[src/rtl/mul29_pp_sequencer.sv]
// Partial-product sequencer: latches one operand pair, streams each column's
// partial-product bits into the external column shift registers, waits out
// the compressor pipeline and captures the compressor result.
//
// Ports:
//   clk, rst_n           clock, asynchronous active-low reset
//   in_valid/in_ready    operand handshake; in_a, in_b are the operands
//   col_bit[NC-1:0]      serial input for each column shift register
//   dst_bits[OUT_W-1:0]  compressor result vector
//   out_valid/out_ready  result handshake; out_data is the captured result
//   busy                 high while an operation is in flight
module mul29_pp_sequencer #(
    parameter int W       = 29,
    parameter int CAP_DLY = 0,
    parameter int OUT_W   = 2*W+1
) (
    input  logic              clk,
    input  logic              rst_n,
    input  logic              in_valid,
    output logic              in_ready,
    input  logic [W-1:0]      in_a,
    input  logic [W-1:0]      in_b,
    output logic [2*W-2:0]    col_bit,
    input  logic [OUT_W-1:0]  dst_bits,
    output logic              out_valid,
    input  logic              out_ready,
    output logic [OUT_W-1:0]  out_data,
    output logic              busy
);

    localparam int NC = 2*W-1;
    localparam int IW = (W > 1) ? $clog2(W) : 1;
    localparam int CW = (CAP_DLY > 0) ? $clog2(CAP_DLY+1) : 1;

    typedef enum logic [1:0] {
        IDLE = 2'd0,
        LOAD = 2'd1,
        WAIT = 2'd2
    } state_t;

    state_t             state_q, state_d;
    logic [IW-1:0]      step_q, step_d;
    logic [CW-1:0]      cnt_q, cnt_d;
    logic [W-1:0]       a_q, a_d;
    logic [W-1:0]       b_q, b_d;
    logic               ov_q, ov_d;
    logic [OUT_W-1:0]   od_q, od_d;

    always_ff @(posedge clk or negedge rst_n) begin
        if (!rst_n) begin
            state_q <= IDLE;
            step_q  <= '0;
            cnt_q   <= '0;
            a_q     <= '0;
            b_q     <= '0;
            ov_q    <= 1'b0;
            od_q    <= '0;
        end else begin
            state_q <= state_d;
            step_q  <= step_d;
            cnt_q   <= cnt_d;
            a_q     <= a_d;
            b_q     <= b_d;
            ov_q    <= ov_d;
            od_q    <= od_d;
        end
    end

    always_comb begin
        state_d = state_q;
        step_d  = step_q;
        cnt_d   = cnt_q;
        a_d     = a_q;
        b_d     = b_q;
        ov_d    = ov_q;
        od_d    = od_q;
        if (ov_q && out_ready) begin
            ov_d = 1'b0;
        end
        unique case (state_q)
            IDLE: begin
                // No bypass: a pending result blocks the next accept.
                if (in_valid && !ov_q) begin
                    a_d     = in_a;
                    b_d     = in_b;
                    step_d  = '0;
                    state_d = LOAD;
                end
            end
            LOAD: begin
                step_d = step_q + IW'(1);
                if (step_q == IW'(W-1)) begin
                    cnt_d   = '0;
                    state_d = WAIT;
                end
            end
            WAIT: begin
                // With no pipeline this samples dst before zeros shift in.
                if (cnt_q == CW'(CAP_DLY)) begin
                    od_d    = dst_bits;
                    ov_d    = 1'b1;
                    state_d = IDLE;
                end else begin
                    cnt_d = cnt_q + CW'(1);
                end
            end
            default: begin
                state_d = IDLE;
            end
        endcase
    end

    // Column k of height h gets its h bits on the last h load steps, so
    // after W shifts the register holds exactly those bits.
    for (genvar k = 0; k < NC; k++) begin : g_col
        localparam int H    = (k + 1 < NC - k) ? k + 1 : NC - k;
        localparam int OFF  = W - H;
        localparam int JMIN = (k >= W) ? k - W + 1 : 0;

        logic [IW-1:0] t;
        logic [IW-1:0] ai;
        logic [IW-1:0] bi;

        assign t  = step_q - IW'(OFF);
        assign ai = IW'(JMIN) + t;
        assign bi = IW'(k - JMIN) - t;

        assign col_bit[k] = (state_q == LOAD)
                         && (step_q >= IW'(OFF))
                         && a_q[ai]
                         && b_q[bi];
    end

    assign in_ready  = (state_q == IDLE) && !ov_q;
    assign out_valid = ov_q;
    assign out_data  = od_q;
    assign busy      = (state_q != IDLE);

endmodule

[config.mk]
export PLATFORM = sky130hd
export DESIGN_NAME = mul29_pp_sequencer
export DESIGN_NICKNAME = d
export VERILOG_FILES = /design/src/rtl/mul29_pp_sequencer.sv
export SDC_FILE = /design/constraint.sdc
export NUM_CORES = 1
export LEC_CHECK = 0
export CAP_MARGIN = 40
export CORE_ASPECT_RATIO = 0.8
export CORE_MARGIN = 5
export CORE_UTILIZATION = 50
export DETAILED_ROUTE_END_ITERATION = 8
export PLACE_DENSITY = 0.78
export SLEW_MARGIN = 5
export SYNTH_ARGS = -nofsm -noshare
export SYNTH_HDL_FRONTEND = slang
export SYNTH_SLANG_ARGS = --single-unit
[constraint.sdc]
create_clock -name clk -period 8.5 [get_ports clk]
set_input_delay 1.7 -clock clk [delete_from_list [all_inputs] [get_ports clk]]
set_output_delay 1.7 -clock clk [all_outputs]
set_load 0.005 [all_outputs]
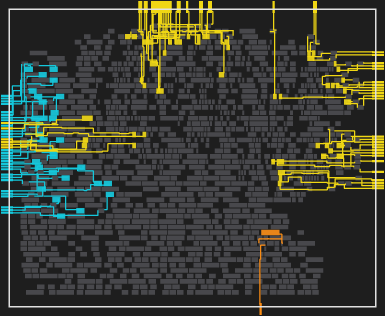
**Above:** wires at chosen ports, followed through buffers.
Drawn at 2 px/um.
[yellow] col_bit | bits: 57 | direction: output | end cells: 57 | buffers: 57 | wire: 1890 um
[cyan] in_b | bits: 29 | direction: input | end cells: 29 | buffers: 29 | wire: 825 um
[orange] out_valid | bits: 1 | direction: output | end cells: 1 | buffers: 1 | wire: 53.5 um
number of I/O port buffers: 239
number of top-level design ports: 240

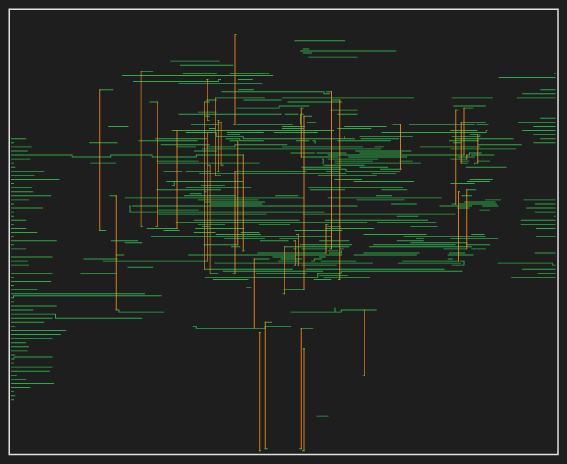
**Above:** wiring by layer.
Drawn at 3 px/um. Only two layers are drawn.
[orange] met4 | wire length: 1110 um
[green] met3 | wire length: 4550 um
final wirelength: 37850 um
vias: 10105
GRT Overall Usage: 27.91%
routed length per instance: 23.91 um

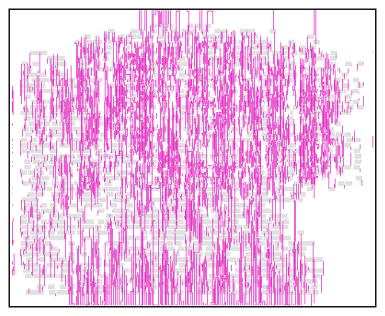
**Above:** the metal 2 layer.
Drawn at 2 px/um. Cells faint in the background.
wire length on this layer: 17300 um
share of all routed wire: 46%
longest straight run: 54.7 um
GR Util met2: 42.63%

==> impl_metrics.py <==
# Metrics from the implementation run
metrics = {
    "min_path": {
        "hold_path_class": "flop to flop",
        "hold_path_end": "out_data[27]",
        "hp-start": "out_data[27]",
        "whs_path_depth": 1,
    },
    "worst_setup_path": {
        "cp_slowest_cell": "sky130_fd_sc_hd__ha_2",
        "worstSetupEndpointType": "output pin",
        "worst_r2r_endpoint": "step_q[1]",
        "endpoint": "col_bit[47]",
        "critical_path_depth": 12,
        "worstSetupStartpoint": "step_q[0]",
        "cp_slowest_stage_delay_ns": 0.82,
        "timing.critical_path.from_type": "flop",
        "critPathMaxFanout": 39,
        "critical_path.reg2reg.startpoint": "step_q[0]",
        "worstPathRequired_ns": 6.80,
        "worst_path_dominant_cell_family": "buffers and inverters",
        "worst_r2r_path_depth": 5,
        "cp_common_cell": "sky130_fd_sc_hd__a211oi_1",
        "r2r_setup_slack_ns": 5.67,
        "cp_data_arrival_time_ns": 5.16,
        "worst-path-buf-inv": 4,
        "crit_type": "flop to output pin",
        "worstPathCellList": "clkinv_1 -> ha_2 -> buf_16 -> inv_1 -> ha_1 -> or3_1 -> a21oi_1 -> nor4_1 -> a211oi_1 -> o21ai_0 -> a211oi_1 -> clkdlybuf4s50_1",
    },
    "logic_synthesis": {
        "yosysChipArea_um2": 11900,
        "synth.yosys.warnings": 0,
        "synth.cell_area_um2": 11900,
        "syn_avg_cell_area_um2": 11.28,
        "yosysUniqueCellTypes": 63,
        "yosys.stat.seqShare_pct": 26.30,
        "edf_count": 0,
        "synth-cells-yosys": 1055,
        "synth-async-reset-ratio_pct": 100.0,
        "synth.net_count": 1211,
        "syn_inst": 1055,
        "postSynth.topFlopCell": "sky130_fd_sc_hd__dfrtp_1",
        "synth_flops": 125,
    },
    "global_route": {
        "first_global_vias": 10064,
        "grt_overflow": 0,
        "number_of_antenna_violations_at_the_first_check_in_global_routing": 0,
        "grt.met3_usage_pct": 9.545,
        "busiest_layer": "met2",
        "grt_first_pass_wirelength_um": 59010,
        "global_route.usage.met1_pct": 38.23,
        "maximum_number_of_pins_on_one_net_before_global_route_repair": 64,
    },
    "job": {
        "maxCapViolCount": 0,
        "warnings": 53,
    },
    "finish": {
        "share_of_post_route_cells_with_drive_strength_above_1_pct": 24.63,
        "final_net_count": 1414,
        "postLayoutCellArea_um2": 15120,
        "layout-area-overhead-vs-synth_pct": 27.07,
        "layout_top_cell": "sky130_fd_sc_hd__clkdlybuf4s50_1",
        "n_fill_cell": 1812,
        "post_layout_nonfiller_instances": 1583,
        "lay_top_cells": "sky130_fd_sc_hd__clkdlybuf4s50_1, sky130_fd_sc_hd__mux2i_1, sky130_fd_sc_hd__mux2_2",
        "antenna_cells_inserted": 0,
    },
    "placement": {
        "place_area_um2": 14480,
        "place_hpwl_um": 28740,
        "post-place-cells": 1551,
        "place_congestion": 0.9718,
        "pre_cts_slack_ns": 2.135,
    },
    "drt": {
        "drc": 0,
        "met1Wirelength_um": 14940,
        "met3WireLength_um": 4552,
        "drt-vias-per-instance": 6.383,
        "maxUsedRoutingLayer": "met4",
        "drt_first_iter_violations": 999,
        "dr_wl_met2_um": 17250,
        "drtPass1Iterations": 5,
        "ant_nets": 0,
    },
    "die": {
        "die_h_um": 148.0,
        "row_count": 50,
        "die_w_um": 182.4,
        "floorplan.initialDensity_pct": 50.84,
        "die_area_um2": 26990,
        "core_region_area_um2": 23400,
    },
    "clock_tree": {
        "number_of_buffers_created_by_cts": 17,
        "tritoncts": "done",
        "clkSinkCount": 125,
        "cts_root_buffer": "sky130_fd_sc_hd__clkbuf_16",
        "clk_transition_reported_paths_ns": 0.06,
        "post_cts_buffers": 0,
        "cts-resized-gates": 0,
        "cts_hold_buffers": 0,
        "clockBufferDepth": 2,
        "cts_max_level": 4,
        "clock_latency_ns": 0.42,
    },
    "timing": {
        "worst_case_setup_margin_in_the_final_layout_ns": 1.635,
        "finalHoldViolations": 0,
        "unrepaired_setup_endpoints_after_global_routing": "no",
        "finalSetupViolations": 0,
        "setup_total_negative_slack_ns": 0,
        "post-route-min-period_ns": 6.865,
        "timing.max_slew.rel_slack_pct": 40.20,
        "max_freq_ghz": 0.1457,
        "worst-slew-pin-transition_ns": 0.8971,
        "finalMaxSlewViolations": 0,
        "final_period_util_pct": 80.76,
    },
    "outcome": {
        "result_of_the_run": "completed",
    },
}
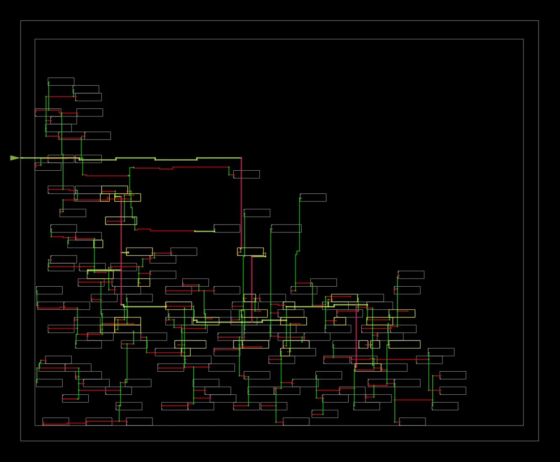
**Above:** the clock network.
number of flip-flops and latches: 125
setup clock skew after layout: 0.01482 ns

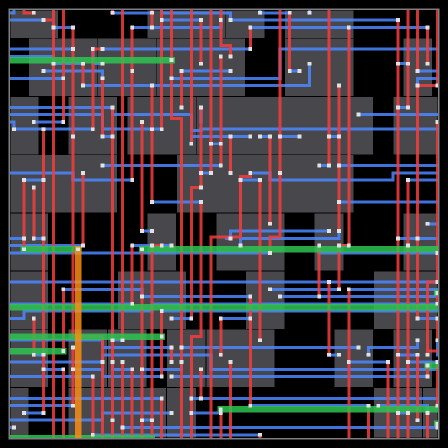
**Above:** close-up of the layout.
Region (127, 101) to (147, 121) um. Cells in grey, sequential cells in the stronger grey; small squares are vias.
[orange] met4
[green] met3
[red] met2
[blue] met1
cells with their middle in the window: 30
sequential cells in the window: 0
most frequent: xnor2_1 (7), nand2_1 (4)

## flip-flops by register name, indices dropped and copies added (netlist names)
register / flops
b_q: 29
step_q: 5
out_valid: 1
state_q: 2
out_data: 59
a_q: 29
## metrics by stage
step | utilization [%] | hold slack, ns
3_3_place_gp | 61.60 | 0.4886
6_report | 64.60 | 0.5065
3_5_place_dp | 61.89 | 0.4954
4_1_cts | 64.60 | 0.5094
5_1_grt | 64.60 | 0.5221
2_1_floorplan | - | 0.4996
## Yosys cell counts, types with 3 or more instances
| master | instances | area [um^2] |
|---|---|---|
| sky130_fd_sc_hd__mux2i_1 | 148 | 1481 |
| sky130_fd_sc_hd__mux2_2 | 141 | 1588 |
| sky130_fd_sc_hd__dfrtp_1 | 125 | 3128 |
| sky130_fd_sc_hd__mux4_2 | 93 | 2095 |
| sky130_fd_sc_hd__nand2_1 | 89 | 334.1 |
| sky130_fd_sc_hd__nor3_1 | 58 | 290.3 |
| sky130_fd_sc_hd__xnor2_1 | 54 | 473.0 |
| sky130_fd_sc_hd__a21oi_1 | 35 | 175.2 |
| sky130_fd_sc_hd__ha_1 | 35 | 437.9 |
| sky130_fd_sc_hd__nor2_1 | 27 | 101.4 |
| sky130_fd_sc_hd__xor2_1 | 23 | 201.4 |
| sky130_fd_sc_hd__o21ai_0 | 21 | 105.1 |
| sky130_fd_sc_hd__nand3_1 | 20 | 100.1 |
| sky130_fd_sc_hd__buf_2 | 19 | 95.09 |
| sky130_fd_sc_hd__clkbuf_1 | 19 | 71.32 |
| sky130_fd_sc_hd__buf_1 | 14 | 52.55 |
| sky130_fd_sc_hd__buf_4 | 14 | 105.1 |
| sky130_fd_sc_hd__a211oi_1 | 10 | 75.07 |
| sky130_fd_sc_hd__inv_1 | 10 | 37.54 |
| sky130_fd_sc_hd__xnor2_2 | 9 | 146.4 |
| sky130_fd_sc_hd__nor2b_1 | 7 | 43.79 |
| sky130_fd_sc_hd__a21o_1 | 6 | 45.04 |
| sky130_fd_sc_hd__a221o_1 | 6 | 60.06 |
| sky130_fd_sc_hd__nand2b_1 | 6 | 37.54 |
| sky130_fd_sc_hd__and3_1 | 5 | 31.28 |
| sky130_fd_sc_hd__and2_1 | 4 | 25.02 |
| sky130_fd_sc_hd__buf_6 | 4 | 45.04 |
| sky130_fd_sc_hd__a22oi_1 | 3 | 22.52 |
| sky130_fd_sc_hd__inv_2 | 3 | 11.26 |
| sky130_fd_sc_hd__nor4_1 | 3 | 18.77 |
| sky130_fd_sc_hd__o22ai_1 | 3 | 18.77 |
| sky130_fd_sc_hd__or3_1 | 3 | 18.77 |
## kinds of logic (layout without fill, tap and decap cells)
logic type,Yosys count,after routing,share of synthesized area [%]
multiplexers,385,385,44.04
AND/OR/NAND/NOR,229,229,8.846
flip-flops,125,125,26.30
AND-OR/OR-AND,105,105,5.775
XOR/XNOR,90,90,7.731
buffers and inverters,86,302,3.629
adder cells (fa/ha/maj),35,35,3.681
## cell type report
class	instances	area (um^2)	share of cell area [%]
clock buffers	18	439.2	2.905
clock inverters	14	196.4	1.300
inverters	16	62.56	0.4139
multi-input cells	844	8349	55.24
flip-flops and latches	125	3132	20.72
well taps	312	390.4	2.583
repair buffers	254	2546	16.84
